<file path="src/rtl/bounce_sprite_render.sv">
// -----------------------------------------------------------------------------
// bounce_sprite_render
//
// Pixel-generation stage placed after a 480p display timing generator. It
// draws a solid square sprite that moves SPEED pixels per axis once per frame.
// The sprite bounces off the screen edges, and its colour changes on every
// frame in which a bounce happens. The outputs are 2-bit-per-channel RGB plus
// hsync/vsync/de, all delayed by two clocks so they line up with the colour.
//
// Optional build macro:
//   BOUNCE_BORDER_EN - draw a one-pixel white border around the active area.
//                      The sprite still wins wherever it overlaps the border.
//
// Ports:
//   clk_pix, rst_pix_n       pixel clock, asynchronous active-low reset
//   en                       motion enable (0 freezes the sprite, drawing goes on)
//   sx, sy                   signed screen position from the timing generator
//   de, hsync_in, vsync_in   data enable and syncs from the timing generator
//   frame                    one-cycle start-of-frame pulse
//   vga_r, vga_g, vga_b      2-bit colour channels
//   hsync_out, vsync_out     syncs delayed by 2 clocks
//   de_out                   de delayed by 2 clocks
//   bounce_cnt               number of frames that contained a bounce (wraps)
//
// The motion FSM state is visible on the internal signal dbg_state:
// IDLE=0, UPD_X=1, UPD_Y=2, COMMIT=3.
// -----------------------------------------------------------------------------
module bounce_sprite_render #(
  parameter int CORDW  = 16,
  parameter int H_RES  = 640,
  parameter int V_RES  = 480,
  parameter int SIZE   = 32,
  parameter int SPEED  = 2,
  parameter int X_INIT = 100,
  parameter int Y_INIT = 60
) (
  input  logic                    clk_pix,
  input  logic                    rst_pix_n,
  input  logic                    en,
  input  logic signed [CORDW-1:0] sx,
  input  logic signed [CORDW-1:0] sy,
  input  logic                    de,
  input  logic                    hsync_in,
  input  logic                    vsync_in,
  input  logic                    frame,
  output logic [1:0]              vga_r,
  output logic [1:0]              vga_g,
  output logic [1:0]              vga_b,
  output logic                    hsync_out,
  output logic                    vsync_out,
  output logic                    de_out,
  output logic [7:0]              bounce_cnt
);

  // All coordinate arithmetic is done one bit wider than CORDW, so sums and
  // comparisons cannot overflow.
  localparam logic signed [CORDW:0]   SPD    = (CORDW+1)'(SPEED);
  localparam logic signed [CORDW:0]   X_MAX  = (CORDW+1)'(H_RES - SIZE);
  localparam logic signed [CORDW:0]   Y_MAX  = (CORDW+1)'(V_RES - SIZE);
  localparam logic signed [CORDW:0]   SZM1   = (CORDW+1)'(SIZE - 1);
  localparam logic signed [CORDW-1:0] X_RST  = CORDW'(X_INIT);
  localparam logic signed [CORDW-1:0] Y_RST  = CORDW'(Y_INIT);

  typedef enum logic [1:0] {IDLE, UPD_X, UPD_Y, COMMIT} state_e;

  state_e                  state_q, state_d;
  logic signed [CORDW-1:0] qx_q, qx_d;
  logic signed [CORDW-1:0] qy_q, qy_d;
  logic                    dir_x_q, dir_x_d;   // 0 = right, 1 = left
  logic                    dir_y_q, dir_y_d;   // 0 = down,  1 = up
  logic                    hit_q, hit_d;
  logic [2:0]              ci_q, ci_d;
  logic [7:0]              bcnt_q, bcnt_d;

  logic [1:0]              dbg_state;
  assign dbg_state = state_q;

  logic signed [CORDW:0]   qx_e, qy_e, sx_e, sy_e;
  logic signed [CORDW:0]   x_inc, x_dec, y_inc, y_dec;

  assign qx_e  = {qx_q[CORDW-1], qx_q};
  assign qy_e  = {qy_q[CORDW-1], qy_q};
  assign sx_e  = {sx[CORDW-1], sx};
  assign sy_e  = {sy[CORDW-1], sy};
  assign x_inc = qx_e + SPD;
  assign x_dec = qx_e - SPD;
  assign y_inc = qy_e + SPD;
  assign y_dec = qy_e - SPD;

  // ---------------------------------------------------------------------------
  // Motion FSM: one step per axis, then a commit step. The commit step makes a
  // corner bounce count only once.
  // ---------------------------------------------------------------------------
  always_comb begin
    state_d = state_q;
    qx_d    = qx_q;
    qy_d    = qy_q;
    dir_x_d = dir_x_q;
    dir_y_d = dir_y_q;
    hit_d   = hit_q;
    ci_d    = ci_q;
    bcnt_d  = bcnt_q;
    case (state_q)
      IDLE: begin
        if (frame && en) state_d = UPD_X;
      end
      UPD_X: begin
        if (!dir_x_q) begin
          if (x_inc >= X_MAX) begin
            qx_d    = X_MAX[CORDW-1:0];
            dir_x_d = 1'b1;
            hit_d   = 1'b1;
          end else begin
            qx_d = x_inc[CORDW-1:0];
          end
        end else begin
          if (qx_e <= SPD) begin
            qx_d    = '0;
            dir_x_d = 1'b0;
            hit_d   = 1'b1;
          end else begin
            qx_d = x_dec[CORDW-1:0];
          end
        end
        state_d = UPD_Y;
      end
      UPD_Y: begin
        if (!dir_y_q) begin
          if (y_inc >= Y_MAX) begin
            qy_d    = Y_MAX[CORDW-1:0];
            dir_y_d = 1'b1;
            hit_d   = 1'b1;
          end else begin
            qy_d = y_inc[CORDW-1:0];
          end
        end else begin
          if (qy_e <= SPD) begin
            qy_d    = '0;
            dir_y_d = 1'b0;
            hit_d   = 1'b1;
          end else begin
            qy_d = y_dec[CORDW-1:0];
          end
        end
        state_d = COMMIT;
      end
      COMMIT: begin
        if (hit_q) begin
          ci_d   = ci_q + 3'd1;
          bcnt_d = bcnt_q + 8'd1;
        end
        hit_d   = 1'b0;
        state_d = IDLE;
      end
      default: state_d = IDLE;
    endcase
  end

  always_ff @(posedge clk_pix or negedge rst_pix_n) begin
    if (!rst_pix_n) begin
      state_q <= IDLE;
      qx_q    <= X_RST;
      qy_q    <= Y_RST;
      dir_x_q <= 1'b0;
      dir_y_q <= 1'b0;
      hit_q   <= 1'b0;
      ci_q    <= 3'd0;
      bcnt_q  <= 8'd0;
    end else begin
      state_q <= state_d;
      qx_q    <= qx_d;
      qy_q    <= qy_d;
      dir_x_q <= dir_x_d;
      dir_y_q <= dir_y_d;
      hit_q   <= hit_d;
      ci_q    <= ci_d;
      bcnt_q  <= bcnt_d;
    end
  end

  assign bounce_cnt = bcnt_q;

  // ---------------------------------------------------------------------------
  // Pixel pipeline. Stage 1 computes the hit test and stage 2 computes the
  // colour. The sprite position is read live, because it only moves during
  // blanking.
  // ---------------------------------------------------------------------------
  logic in_sq1_q, in_sq1_d;
  logic de1_q, hs1_q, vs1_q;
  logic [5:0] rgb_q, rgb_d;
  logic de2_q, hs2_q, vs2_q;

  assign in_sq1_d = (sx_e >= qx_e) && (sx_e <= qx_e + SZM1) &&
                    (sy_e >= qy_e) && (sy_e <= qy_e + SZM1);

`ifdef BOUNCE_BORDER_EN
  localparam logic signed [CORDW:0] X_LAST = (CORDW+1)'(H_RES - 1);
  localparam logic signed [CORDW:0] Y_LAST = (CORDW+1)'(V_RES - 1);
  logic border1_q, border1_d;
  assign border1_d = (sx_e == '0) || (sx_e == X_LAST) ||
                     (sy_e == '0) || (sy_e == Y_LAST);
`endif

  always_comb begin
    rgb_d = 6'b00_00_00;
    if (!de1_q) begin
      rgb_d = 6'b00_00_00;
    end else if (in_sq1_q) begin
      rgb_d = {ci_q[0], 1'b1, ci_q[1], 1'b1, ci_q[2], 1'b1};
`ifdef BOUNCE_BORDER_EN
    end else if (border1_q) begin
      rgb_d = 6'b11_11_11;
`endif
    end else begin
      rgb_d = 6'b00_00_01;
    end
  end

  // Syncs idle high, so their pipeline flops reset to 1.
  always_ff @(posedge clk_pix or negedge rst_pix_n) begin
    if (!rst_pix_n) begin
      in_sq1_q  <= 1'b0;
      de1_q     <= 1'b0;
      hs1_q     <= 1'b1;
      vs1_q     <= 1'b1;
`ifdef BOUNCE_BORDER_EN
      border1_q <= 1'b0;
`endif
      rgb_q     <= 6'b0;
      de2_q     <= 1'b0;
      hs2_q     <= 1'b1;
      vs2_q     <= 1'b1;
    end else begin
      in_sq1_q  <= in_sq1_d;
      de1_q     <= de;
      hs1_q     <= hsync_in;
      vs1_q     <= vsync_in;
`ifdef BOUNCE_BORDER_EN
      border1_q <= border1_d;
`endif
      rgb_q     <= rgb_d;
      de2_q     <= de1_q;
      hs2_q     <= hs1_q;
      vs2_q     <= vs1_q;
    end
  end

  assign vga_r     = rgb_q[5:4];
  assign vga_g     = rgb_q[3:2];
  assign vga_b     = rgb_q[1:0];
  assign hsync_out = hs2_q;
  assign vsync_out = vs2_q;
  assign de_out    = de2_q;

endmodule
</file>
<file path="config.mk">
export PLATFORM = sky130hd
export DESIGN_NAME = bounce_sprite_render
export DESIGN_NICKNAME = d
export VERILOG_FILES = /design/src/rtl/bounce_sprite_render.sv
export SDC_FILE = /design/constraint.sdc
export NUM_CORES = 1
export LEC_CHECK = 0
export CAP_MARGIN = 20
export CORE_MARGIN = 5
export CORE_UTILIZATION = 55
export CTS_CLUSTER_SIZE = 28
export DETAILED_ROUTE_END_ITERATION = 8
export PLACE_DENSITY = 0.77
export SLEW_MARGIN = 10
export SYNTH_ARGS = -nofsm -noshare
export SYNTH_HDL_FRONTEND = slang
export SYNTH_SLANG_ARGS = --single-unit
</file>
<file path="constraint.sdc">
create_clock -name clk_pix -period 7.45 [get_ports clk_pix]
set_clock_uncertainty 0.1 [all_clocks]
set_input_delay 0.745 -clock clk_pix [delete_from_list [all_inputs] [get_ports clk_pix]]
set_output_delay 0.745 -clock clk_pix [all_outputs]
set_load 0.1 [all_outputs]
</file>
Fig. 1: run 1, clock routing
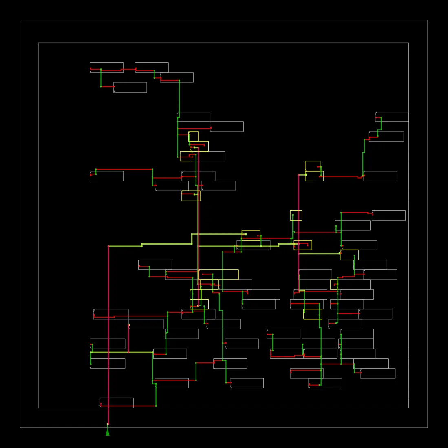
clk ins delay skew pair: 0.35 ns
clock network power: 307 uW
Clock Buffer Count: 9

Fig. 2: run 1, pin map
Pins as bars across the die edge, other pins in grey.
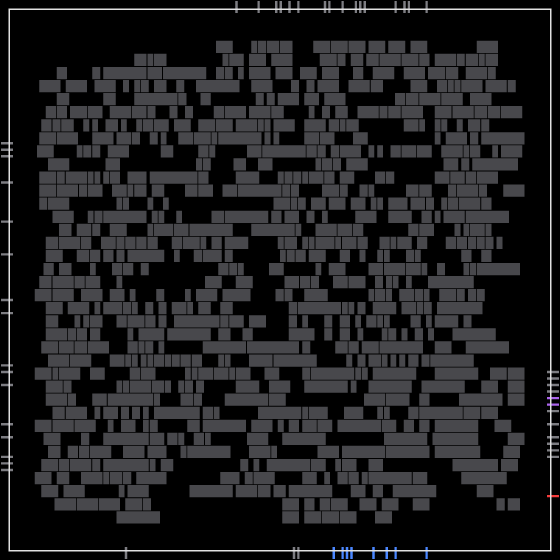
[purple] `vga_g` | pins: 2 | direction: output | edge: right
[red] `rst_pix_n` | pins: 1 | direction: input | edge: right
[blue] `bounce_cnt` | pins: 8 | direction: output | edge: bottom
all pins by edge: 16 top, 16 left, 13 right, 11 bottom
horizontal die dimension: 112 um
die span in y: 112 um
PortBufs: 55

==> reports/notes.md, run 1 <==
### Run status
• **outcome** finished clean

### Finish
• **number of flip-flops and latches** 57
• **flip-flop and latch area** 1440 um2
• **share of the final layout cell area in sequential cells** 0.222
• **clk cell area share** 0.0314
• **Comb gates** 537
• **count of filler cells inserted in the layout** 913
• **Core Util, Final** 0.631
• **buffers outside the clock class** 57
• **count of nets after finishing** 822
• **non-clock inverter instance count of the final layout** 44

### Logic synthesis
• **synth unique cells** 79
• **cell count after synthesis** 674
• **share of synthesized registers carrying an async set or reset** 1.00
• **yosys stat cell total** 674
• **simple logic cell fraction of the synthesized area** 0.210
• **post-synthesis cell area** 5770 um2
• **post-synth area from yosys stat** 5770 um2
• **mux contribution to synthesized area** 0.0165
• **XORs/XNORs by Area** 0.0638
• **Synthesis Warnings** 0
• **adder and majority cell fraction of the synthesized area** 0.167
• **most frequently used cell type in the post-synthesis netlist** sky130_fd_sc_hd__ha_1

### Timing
• **final period utilization** 0.446
• **highest clock frequency the design can meet** 0.301 GHz
• **unrepaired setup endpoints after global routing** no
• **shortest period the worst path allows** 3.32 ns

### Clock tree
• **cell chosen for the clock root** sky130_fd_sc_hd__clkbuf_8
• **count of H-tree levels built during CTS** 3
• **cts-stage hold buffer count** 0
• **clk sink count** 57
• **CTS tree** built
• **clock-pin slew on the worst setup and hold paths** 0.09 ns
• **buffer count from post-CTS setup fixing** 0

### Floorplanning
• **placement row count** 37
• **core utilization before placement** 0.561
• **total die size** 12,600 um2
• **core box area** 10,300 um2

### Critical path
• **arrival time of the worst setup path** 3.47 ns
• **Critical Path Start Type** register
• **library cell contributing the largest single delay on the critical path** sky130_fd_sc_hd__nor4_1
• **R2R Setup Slk** 4.13 ns
• **Crit. Startpoint** qy_q[1]
• **R2R Path End** in_sq1_q
• **series of cell instances along the critical path** nor4_1, or3_1, nor2_1, xnor2_1, ha_1, a21o_1, a211oi_1, o21ai_0, o221ai_1, a21oi_1, nor4_1
• **Req. time, crit path** 7.60 ns
• **critical path's most frequent cell** sky130_fd_sc_hd__nor4_1
• **endpoint of the most critical setup path** in_sq1_q
• **critical path endpoint category** register
• **buffers plus inverters on the worst setup path** 0
• **R2R depth** 11
• **crit-path max FO** 9
• **Largest delay share family, worst path** simple AND/OR/NAND/NOR gates

### Drt
• **first drt pass iteration count** 6
• **ratio of routed vias to standard cells** 6.43
• **First DRT Iteration DRCs** 546
• **met3 wire length** 905 um
• **total routed wirelength** 16.2 mm
• **Routed WL per cell** 19.1 um
• **uppermost layer routed** met4
• **overall via count from detail_route** 5,448
• **antenna violation net count after detailed routing** 0

### Job
• **number of OpenROAD warnings** 39

### Global route
• **pin count of the biggest net entering global routing** 58
• **number of global-route vias before repair** 5,408
• **global-route met1 utilization** 0.316
• **global-route usage over all layers** 0.255
• **global-route wire length before repair** 26.6 mm

### Worst hold path
• **worst min-delay path endpoint** vsync_out
• **path type of the worst min-delay path** register to register

### Pwr
• **proportion of power drawn by flip-flops and latches** 0.261
• **proportion of power drawn by the clock network** 0.122
• **portion of total power attributed to combinational logic** 0.617
• **Sequential Power** 658 uW
• **leakage power figure** 2.66 nW

### Placed design
• **placed wire-length estimate** 12.5 mm
• **GP Congestion** 0.969
• **placed cell area** 6280 um2

Fig. 3: run 1, gate-type map
Bar = 20 um.
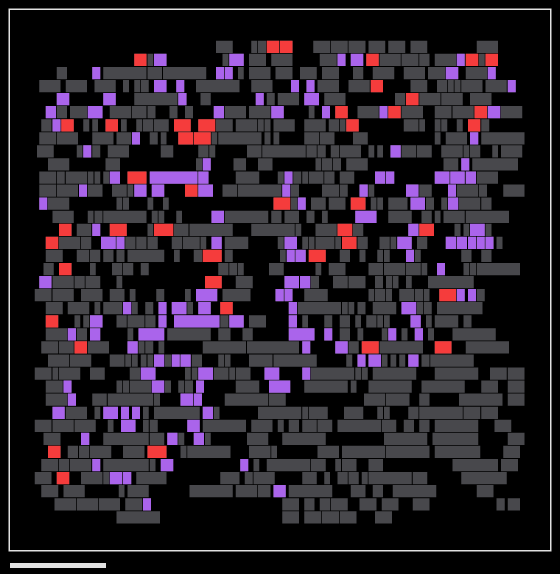
[red] non-inverting ao/oa cells | cells: 43 | most used: a21o_1
[purple] aoi and oai cells | cells: 138 | most used: a21oi_1 | where: all over the die
number of non-filler instances in the completed layout: 847
combinational share of cell area: 0.608
commonest non-fill, non-tap cell in the layout: sky130_fd_sc_hd__ha_1

Fig. 4: run 1, sequential cells grouped by signal name
Bar = 20 um.
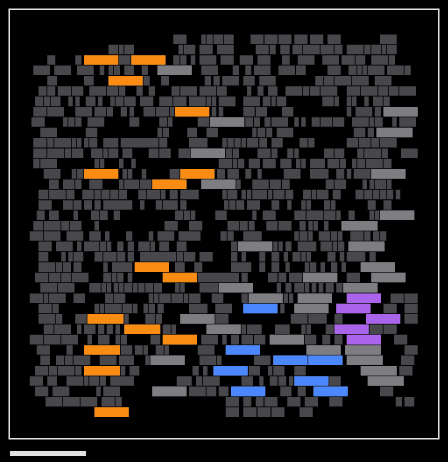
[blue] `bounce_cnt` | placed flops: 8
[purple] `rgb_q` | placed flops: 5 | where: bottom right
[orange] `qy_q` | placed flops: 15
not coloured: 29

==> run 2: changes to the inputs <==
Clock period 7.45 ns to 3.3 ns, I/O delays scaled along.
==> run 2 against run 1 <==
Cell area is 2.7% higher. Sequential power rose by 110%. Critical endpoint unchanged. Via count increased by 2.1%. Sequential cell count stayed put. Worst setup slack lost 3.9 ns. Largest power group unchanged. Utilization rose by 1.7 points. Die size unchanged. Synthesized cell count unchanged. Clock-buffer cell count unchanged. Non-clock buffer count is 25 higher. Combinational power rose by 150%.
==> reports/notes.md, run 2 <==
### Run status
• **outcome** finished clean

### Logic synthesis
• **leading post-synthesis cells by cell area** sky130_fd_sc_hd__dfrtp_1 (20%), sky130_fd_sc_hd__ha_1 (17%), sky130_fd_sc_hd__xnor2_1 (6.2%)
• **Registers, synthesis** 57
• **mean instance size in the synthesized netlist** 8.56 um2
• **yosys stat cell total** 674, unchanged
• **post-synth area from yosys stat** 5770 um2, unchanged
• **simple logic cell fraction of the synthesized area** 0.210, unchanged
• **post-synthesis cell area** 5770 um2, unchanged
• **share of synthesized registers carrying an async set or reset** 1.00, unchanged
• **main logic family after synthesis** AND-OR/OR-AND gates
• **Compound Share, Synth** 0.227
• **Post-synth top flop** sky130_fd_sc_hd__dfrtp_1
• **most frequent cells after synthesis** sky130_fd_sc_hd__ha_1 (77), sky130_fd_sc_hd__nor2_1 (55), sky130_fd_sc_hd__nand2_1 (52)
• **Synthesis Warnings** 0, unchanged
• **Post-synth EDFFs** 0
• **XORs/XNORs by Area** 0.0638, unchanged
• **synth unique cells** 79, unchanged
• **mux contribution to synthesized area** 0.0165, unchanged
• **most frequently used cell type in the post-synthesis netlist** sky130_fd_sc_hd__ha_1
• **cell count after synthesis** 674, unchanged
• **adder and majority cell fraction of the synthesized area** 0.167, unchanged
• **net count after synthesis** 790

### Placed design
• **number of instances in the placed design** 855
• **placed wire-length estimate** 12.6 mm, +0.11%
• **placed cell area** 6460 um2, +2.9%
• **PortBufs** 55, unchanged
• **GP Congestion** 0.961, -0.83%

### Global route
• **global-route wire length before repair** 26.8 mm, +0.70%
• **pin count of the biggest net entering global routing** 39, -33%
• **number of global-route vias before repair** 5,489, +1.5%
• **gr busiest metal** met2
• **global-route met1 utilization** 0.321, +0.00528
• **Global Route met2 Usage** 0.435
• **met3 track utilization from global routing** 0.0388
• **overall overflow remaining after global route** 0

### Critical path
• **series of cell instances along the critical path** nand3_2, or3_1, nor2_1, xnor2_1, ha_1, a21o_1, a211oi_1, o21ai_0, o221ai_1, a21oi_1, nor4_1
• **Req. time, crit path** 3.45 ns, -4.15 ns
• **R2R depth** 11, unchanged
• **buffers plus inverters on the worst setup path** 0, unchanged
• **Critical R2R Launch** qy_q[5]
• **critical path endpoint category** register
• **crit-path max FO** 8, -1
• **library cell contributing the largest single delay on the critical path** sky130_fd_sc_hd__dfstp_2
• **Crit. Startpoint** qy_q[5]
• **R2R Setup Slk** 0.20 ns, -3.92 ns
• **Largest delay share family, worst path** simple AND/OR/NAND/NOR gates
• **arrival time of the worst setup path** 3.25 ns, -0.22 ns
• **Largest stage delay, worst path** 0.63 ns
• **R2R Path End** in_sq1_q
• **endpoint of the most critical setup path** in_sq1_q
• **Critical Path Start Type** register
• **number of gates on the worst path with buffers counted** 11
• **type of the worst setup path** register to register

### Drt
• **First DRT Iteration DRCs** 513, -6.0%
• **antenna violation net count after detailed routing** 0, unchanged
• **first drt pass iteration count** 5, -1
• **met3 wire length** 1.12 mm, +24%
• **uppermost layer routed** met4
• **ratio of routed vias to standard cells** 6.38, -0.87%
• **DRC** 0
• **detailed route wirelength on metal2** 7.81 mm

### Finish
• **count of filler cells inserted in the layout** 906, -0.77%
• **commonest non-fill, non-tap cell in the layout** sky130_fd_sc_hd__ha_1
• **share of the final layout cell area in sequential cells** 0.216, -0.00573
• **Combinational Area** 3950 um2
• **flip-flop and latch area** 1440 um2, about the same
• **most frequent logic cells in the routed design** sky130_fd_sc_hd__ha_1 (77), sky130_fd_sc_hd__nor2_1 (55), sky130_fd_sc_hd__clkdlybuf4s50_1 (54)
• **Core Util, Final** 0.648, +0.0173
• **ant diodes** 0
• **Comb gates** 537, unchanged
• **clk cell area share** 0.0278, -0.00365
• **signal buffers share of area** 0.113
• **Area Overhead vs Synth** 15.6%
• **largest contributor to cell area by class** logic gates
• **buffers outside the clock class** 82, +44%
• **share of post-route cells with drive strength above 1** 0.120
• **combinational share of cell area** 0.593, -0.0155
• **non-clock inverter instance count of the final layout** 44, unchanged
• **Clock Buffer Count** 9, unchanged
• **number of non-filler instances in the completed layout** 872, +3.0%
• **final design instance area without fill** 6660 um2
• **count of nets after finishing** 847, +3.0%

### Pwr
• **worst ir drop on vdd** 480 uV
• **proportion of power drawn by flip-flops and latches** 0.234, -0.027
• **net switching power** 3.09 mW
• **power per unit of standard cell area** 870 nW/um2
• **Sequential Power** 1.36 mW, +110%
• **portion of total power attributed to combinational logic** 0.655, +0.038
• **cell-internal power** 2.71 mW
• **leakage power figure** 2.77 nW, +4.2%
• **highest-power group** combinational logic
• **power drawn by the combinational cells** 3.80 mW
• **post-layout power** 5.80 mW
• **proportion of power drawn by the clock network** 0.111, -0.011

### Timing
• **highest clock frequency the design can meet** 0.323 GHz, +7.3%
• **unrepaired setup endpoints after global routing** no
• **max_slew headroom** 0.345
• **final period utilization** 0.938, +0.492
• **tightest hold margin** 0.260 ns
• **shortest period the worst path allows** 3.10 ns, -0.227 ns
• **final critical-path setup slack** 0.203 ns

### Floorplanning
• **horizontal die dimension** 112 um, unchanged
• **top-level port count** 56
• **tap cell count** 136
• **core box area** 10,300 um2, unchanged
• **placement row count** 37, unchanged
• **total die size** 12,600 um2, unchanged
• **core utilization before placement** 0.561, unchanged
• **die span in y** 112 um, unchanged

### Clock tree
• **clock-pin slew on the worst setup and hold paths** 0.09 ns, about the same
• **cts-stage hold buffer count** 1, +1
• **buffer count from post-CTS setup fixing** 0, unchanged
• **count of H-tree levels built during CTS** 3, unchanged
• **number of cells upsized or downsized after cts** 0
• **clk ins delay skew pair** 0.35 ns, about the same
• **CTS tree** built
• **cell chosen for the clock root** sky130_fd_sc_hd__clkbuf_8

### Worst hold path
• **path type of the worst min-delay path** register to register
• **hold path start** hs1_q
• **worst min-delay path endpoint** hsync_out

### Job
• **number of OpenROAD warnings** 39, unchanged

Fig. 5: run 2, gate-type map
Bar = 20 um.
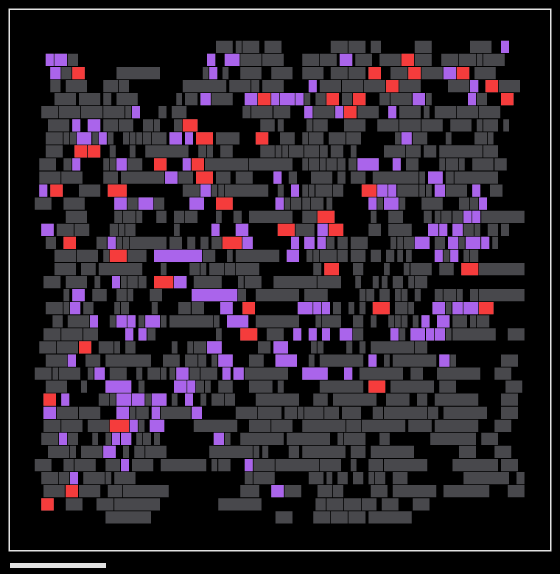
[purple] aoi and oai cells | cells: 138 | most used: a21oi_1
[red] non-inverting ao/oa cells | cells: 43 | most used: a21o_1

Fig. 6: run 2, routed metal, one colour a layer
Two of the layers only.
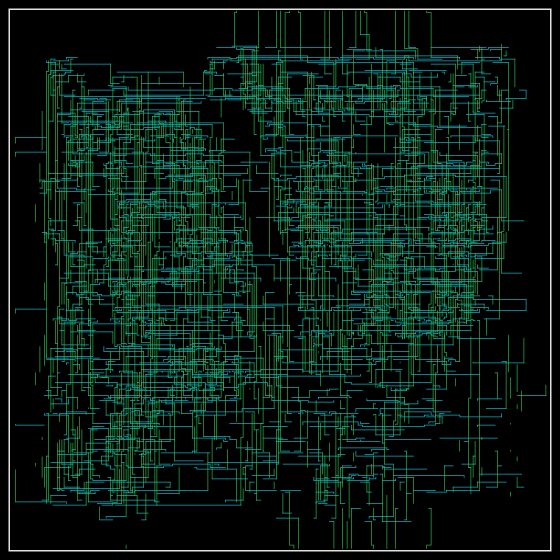
[green] metal 2 | wire length: 7,810 um
[cyan] metal 1 | wire length: 6,620 um
Routed WL per cell: 18.6 um
overall via count from detail_route: 5,560
global-route usage over all layers: 0.257
total routed wirelength: 16.2 mm

Fig. 7: run 2, clock routing
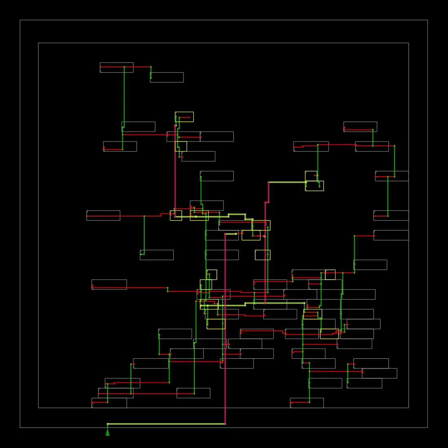
clk sink count: 57
TritonCTS Buffers: 9
number of flip-flops and latches: 57
clock network power: 645 uW

==> run 3: changes to the inputs <==
Settings changed: CTS_CLUSTER_DIAMETER set to 100, GPL_ROUTABILITY_DRIVEN set to 0.
==> run 3 against run 2 <==
Power shrank 0.52%. First-iteration DRC count shrank 12%. Cell area shrank 0.43%. Global-route usage shrank 0.90 points. Clock power grew 4.0%. Sequential cell count is the same. Utilization shrank 0.28 points. Largest cell class unchanged. Highest routed layer unchanged.
==> reports/notes.md, run 3 <==
### Drt
• **uppermost layer routed** met4
• **First DRT Iteration DRCs** 454, -12%
• **overall via count from detail_route** 5,479, -1.5%
• **ratio of routed vias to standard cells** 6.33, -0.77%
• **detailed route wirelength on metal2** 7.45 mm, -4.6%
• **met1 WL** 6.35 mm
• **first drt pass iteration count** 6, +1
• **total routed wirelength** 15.6 mm, -4.1%
• **DRC** 0, unchanged
• **antenna violation net count after detailed routing** 0, unchanged
• **Routed WL per cell** 18.0 um, -3.4%
• **met3 wire length** 1.12 mm, about the same

### Clock tree
• **TritonCTS Buffers** 9, unchanged
• **number of cells upsized or downsized after cts** 0, unchanged
• **clock-pin slew on the worst setup and hold paths** 0.08 ns, about the same
• **clk ins delay skew pair** 0.35 ns, about the same
• **buffer count from post-CTS setup fixing** 0, unchanged
• **clk sink count** 57, unchanged
• **cell chosen for the clock root** sky130_fd_sc_hd__clkbuf_8
• **cts-stage hold buffer count** 1, unchanged
• **CTS tree** built
• **count of H-tree levels built during CTS** 3, unchanged

### Critical path
• **endpoint of the most critical setup path** in_sq1_q
• **Critical Path Start Type** register
• **buffers plus inverters on the worst setup path** 2, +2
• **number of gates on the worst path with buffers counted** 13, +2
• **R2R depth** 13, +2
• **series of cell instances along the critical path** inv_1, ha_1, nor3b_1, buf_4, xnor2_1, ha_1, a21o_1, a21o_1, a21oi_1, nand2_1, o21ai_0, a21oi_1, nor4_1
• **arrival time of the worst setup path** 3.22 ns, -0.03 ns
• **critical path endpoint category** register
• **type of the worst setup path** register to register
• **crit-path max FO** 7, -1
• **library cell contributing the largest single delay on the critical path** sky130_fd_sc_hd__nor3b_1
• **R2R Setup Slk** 0.23 ns, +0.03 ns
• **R2R Path End** in_sq1_q
• **Largest stage delay, worst path** 0.42 ns, -0.21 ns
• **Req. time, crit path** 3.45 ns, about the same
• **Critical R2R Launch** qx_q[2]
• **Largest delay share family, worst path** AND-OR/OR-AND gates

### Logic synthesis
• **simple logic cell fraction of the synthesized area** 0.210, unchanged
• **synth unique cells** 79, unchanged
• **sequential-to-total area share from yosys stat** 0.250
• **Post-synth top flop** sky130_fd_sc_hd__dfrtp_1
• **adder and majority cell fraction of the synthesized area** 0.167, unchanged
• **Registers, synthesis** 57, unchanged
• **cell count after synthesis** 674, unchanged
• **yosys stat cell total** 674, unchanged
• **most frequently used cell type in the post-synthesis netlist** sky130_fd_sc_hd__ha_1
• **Post-synth EDFFs** 0, unchanged
• **most frequent cells after synthesis** sky130_fd_sc_hd__ha_1 (77), sky130_fd_sc_hd__nor2_1 (55), sky130_fd_sc_hd__nand2_1 (52)
• **net count after synthesis** 790, unchanged
• **Compound Share, Synth** 0.227, unchanged
• **leading post-synthesis cells by cell area** sky130_fd_sc_hd__dfrtp_1 (20%), sky130_fd_sc_hd__ha_1 (17%), sky130_fd_sc_hd__xnor2_1 (6.2%)
• **main logic family after synthesis** AND-OR/OR-AND gates
• **post-synth area from yosys stat** 5770 um2, unchanged
• **Synthesis Warnings** 0, unchanged
• **XORs/XNORs by Area** 0.0638, unchanged
• **post-synthesis cell area** 5770 um2, unchanged
• **share of synthesized registers carrying an async set or reset** 1.00, unchanged

### Worst hold path
• **path type of the worst min-delay path** register to register
• **hold path start** hs1_q
• **worst min-delay path endpoint** hsync_out

### Finish
• **Combinational Area** 3960 um2, +0.19%
• **share of post-route cells with drive strength above 1** 0.112, -0.00724
• **most frequent logic cells in the routed design** sky130_fd_sc_hd__ha_1 (76), sky130_fd_sc_hd__nor2_1 (55), sky130_fd_sc_hd__clkdlybuf4s50_1 (54)
• **combinational share of cell area** 0.597, +0.00370
• **count of nets after finishing** 841, -0.71%
• **number of non-filler instances in the completed layout** 866, -0.69%
• **buffers outside the clock class** 76, -7.3%
• **final design instance area without fill** 6640 um2, -0.43%
• **Area Overhead vs Synth** 15.1%
• **clk cell area share** 0.0294, +0.00163
• **signal buffers share of area** 0.106, -0.00630
• **count of filler cells inserted in the layout** 879, -3.0%
• **Comb gates** 537, unchanged
• **non-clock inverter instance count of the final layout** 44, unchanged
• **number of flip-flops and latches** 57, unchanged
• **commonest non-fill, non-tap cell in the layout** sky130_fd_sc_hd__ha_1
• **ant diodes** 0, unchanged

### Pwr
• **net switching power** 3.03 mW, -1.9%
• **portion of total power attributed to combinational logic** 0.647, -0.008
• **proportion of power drawn by flip-flops and latches** 0.237, +0.003
• **worst ir drop on vdd** 419 uV, -13%
• **leakage power figure** 2.75 nW, -0.89%
• **power drawn by the combinational cells** 3.73 mW, -2%
• **power per unit of standard cell area** 869 nW/um2, about the same
• **highest-power group** combinational logic
• **post-layout power** 5.77 mW, -0.52%
• **proportion of power drawn by the clock network** 0.116, +0.005
• **cell-internal power** 2.74 mW, +1.1%

### Global route
• **global-route wire length before repair** 26.0 mm, -3.2%
• **Global Route met2 Usage** 0.422, -0.0127
• **global-route met1 utilization** 0.308, -0.0131
• **overall overflow remaining after global route** 0, unchanged
• **global-route usage over all layers** 0.248, -0.00901
• **number of global-route vias before repair** 5,444, -0.82%
• **gr busiest metal** met2
• **pin count of the biggest net entering global routing** 39, unchanged
• **met3 track utilization from global routing** 0.0377, -0.00108

### Floorplanning
• **tap cell count** 136, unchanged
• **core utilization before placement** 0.561, unchanged
• **placement row count** 37, unchanged
• **total die size** 12,600 um2, unchanged
• **core box area** 10,300 um2, unchanged
• **die span in y** 112 um, unchanged
• **top-level port count** 56, unchanged
• **horizontal die dimension** 112 um, unchanged

### Timing
• **shortest period the worst path allows** 3.07 ns, -0.0281 ns
• **max_slew headroom** 0.343, -0.00211
• **tightest hold margin** 0.258 ns, -0.00186 ns
• **Slew Limit Fails** 0
• **final period utilization** 0.930, -0.00852
• **unrepaired setup endpoints after global routing** no
• **final critical-path setup slack** 0.231 ns, +0.0281 ns
• **highest clock frequency the design can meet** 0.326 GHz, +0.92%

### Placed design
• **number of instances in the placed design** 849, -0.70%
• **placed wire-length estimate** 12.1 mm, -3.7%
• **placed cell area** 6420 um2, -0.70%
• **PortBufs** 55, unchanged

### Run status
• **outcome** finished clean

### Job
• **number of OpenROAD warnings** 39, unchanged

Fig. 8: run 3, routed metal, one colour a layer
Two of the layers only.
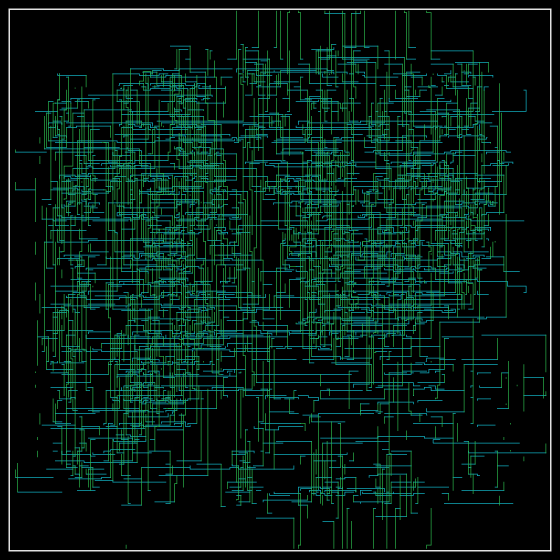
[green] metal 2 | wire length: 7,450 um
[cyan] metal 1 | wire length: 6,350 um

Fig. 9: run 3, sequential cells grouped by signal name
Bar = 20 um.
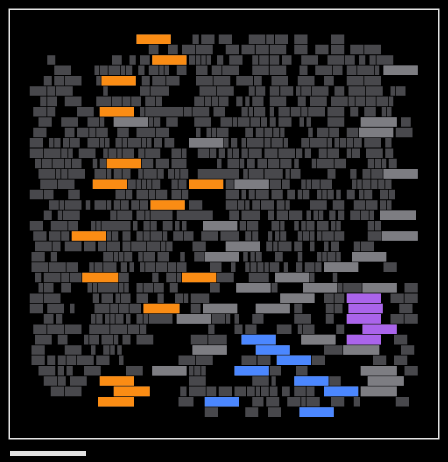
[blue] `bounce_cnt` | placed flops: 8
[purple] `rgb_q` | placed flops: 5 | where: bottom right
[orange] `qy_q` | placed flops: 15
not coloured: 29
share of the final layout cell area in sequential cells: 0.217
flip-flop and latch area: 1440 um2
Sequential Power: 1.37 mW
Core Util, Final: 0.646

Fig. 10: run 3, clock routing
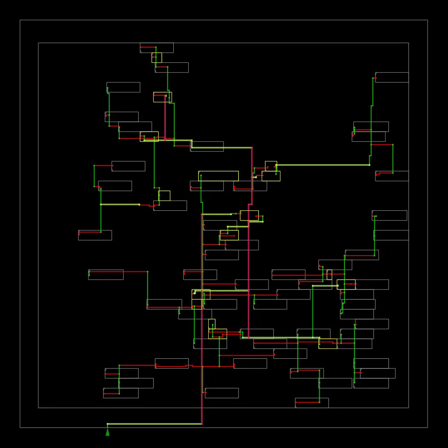
clock network power: 671 uW
Clock Buffer Count: 10

Power and IR drop assume default switching activity.
